wires.png
Drawn at 3 px/um. Only two layers are drawn.
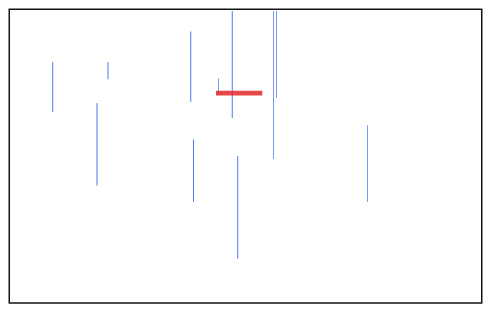
io_fan.png
Drawn at 4 px/um.
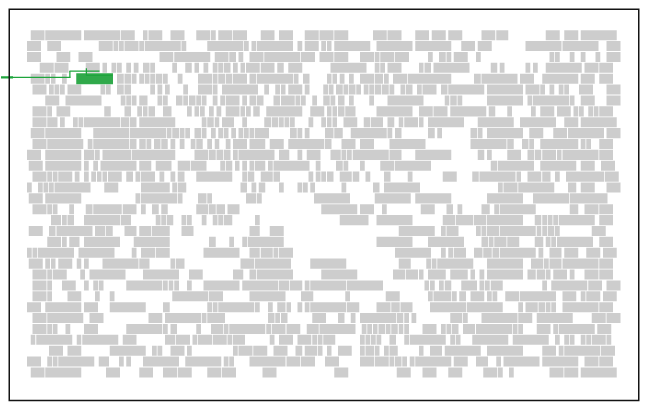
metal_density.png
Drawn at 3 px/um. The die is cut into 31 by 19 equal tiles; dark blue is low, red is high, scaled to the fullest tile. Values are wire area over tile area, all layers added.
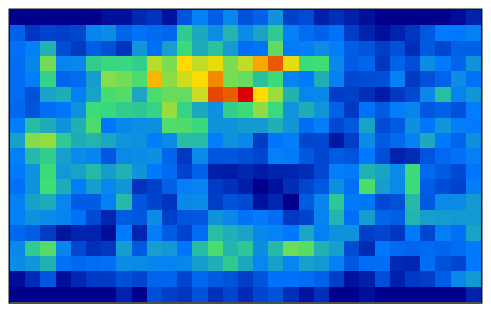
==> config.mk <==
export PLATFORM = sky130hd
export DESIGN_NAME = if_fetch_stage_flat
export DESIGN_NICKNAME = d
export VERILOG_FILES = /design/src/rtl/if_fetch_if.sv /design/src/rtl/if_fetch_stage.sv /design/src/flat_wrapper.sv
export SDC_FILE = /design/constraint.sdc
export NUM_CORES = 1
export LEC_CHECK = 0
export ABC_AREA = 1
export CAP_MARGIN = 20
export CORE_ASPECT_RATIO = 0.6
export CORE_MARGIN = 4
export CORE_UTILIZATION = 44
export DETAILED_ROUTE_END_ITERATION = 10
export HOLD_SLACK_MARGIN = 0.02
export PLACE_DENSITY = 0.81
export SLEW_MARGIN = 20
export SYNTH_ARGS = -nofsm -noshare
export SYNTH_HDL_FRONTEND = slang
export SYNTH_SLANG_ARGS = --single-unit
export TNS_END_PERCENT = 100
==> constraint.sdc <==
create_clock -name clk -period 5.7 [get_ports clk]
set_input_delay 1.14 -clock clk [delete_from_list [all_inputs] [get_ports clk]]
set_output_delay 1.14 -clock clk [all_outputs]
set_load 0.03 [all_outputs]
==> results.py <==
# Metrics from the implementation run
metrics = {
    "power": {
        "p_int_mw": 2.06,
        "p_clk_mw": 1.08,
        "power_frac_clock": 0.342,
        "power_mw": 3.16,
        "peakVddDrop_uv": 181,
        "p_seq_mw": 1.18,
        "comb_power_share": 0.285,
        "top_power_group": "sequential cells",
    },
    "worst_setup_path": {
        "r2r_cells": 8,
        "startpoint_type": "primary input",
        "cp_top_family": "buffers and inverters",
        "worstSetupPathType": "primary input to output pin",
        "crit_chain": "clkdlybuf4s50_1, inv_1, nand2_1, nor2_2, nand3_1, nor2_1, nand2_1, nand2_1, nand3_1, nand2_1, clkdlybuf4s50_1",
        "crit_top_cell": "nand2_1",
        "critPathSlowestCell": "clkdlybuf4s50_1",
        "cp_slowest_stage_delay_ns": 0.67,
    },
    "grt": {
        "antenna_found_initial": 1,
        "grt_use_met3": 0.0895,
        "use_met2": 0.346,
        "overflow": 0,
        "grt_busiest_layer": "met1",
    },
    "cts": {
        "htreeDepth": 4,
        "cts_buffer_depth": 2,
        "cts_tree": "done",
    },
    "die": {
        "chip_area_um2": 15300,
        "dieHeight_um": 97.4,
        "design.core.area_um2": 12900,
    },
    "logic_synthesis": {
        "netlist_instances": 694,
        "avgSynthCellArea_um2": 8.45,
        "ys_sh_aoi": 0.0482,
        "syn_area_um2": 5860,
        "ys_area_um2": 5860,
        "ys_seq_elements": 131,
        "top_area_cell": "dfrtp_1",
        "synthDominantCellAreaShare": 0.546,
    },
    "final_layout": {
        "final_area_um2": 8930,
        "inv_count": 94,
        "final_cell_mix": "216 x clkdlybuf4s50_1, 196 x nand2_1, 128 x dfrtp_1",
        "diodes": 0,
        "n_clock_buffer": 19,
    },
    "sta": {
        "fin_crit_sh": 0.813,
        "finalHoldViolCount": 0,
        "setup_violations": 0,
        "hold_ws_ns": 0.485,
        "drv_slew": 0,
        "rsz0062_at_grt": "false",
    },
    "place": {
        "dpl_cell_area_um2": 8350,
        "routabilityCongestion": 0.962,
    },
    "route": {
        "drt_iter0_markers": 485,
    },
    "hold_path": {
        "holdPathStages": 2,
    },
    "run_status": {
        "status": "complete, no violations",
    },
}
## Picture notes: wires.png
colour	layer	wire length
red	metal 5	13.8 um
blue	metal 4	269 um
Wirelength per Cell: 16.8 um
drt total wl: 18700 um
Total GRT Usage: 0.248

## Picture notes: io_fan.png
colour	port	direction	edge	end cells	buffers	wire
green	`bus_misalign_err`	output	left	1	1	31.5 um
PortBufs: 229
Ports: 230

## Picture notes: metal_density.png
densest ninth of the die	top centre
tiles over half the peak	8.0%
fullest tile	0.79
nearly empty tiles	4.9%
mean over tiles	0.21
via count: 5492

No activity file was given, so power comes from the tool's default toggle rates.
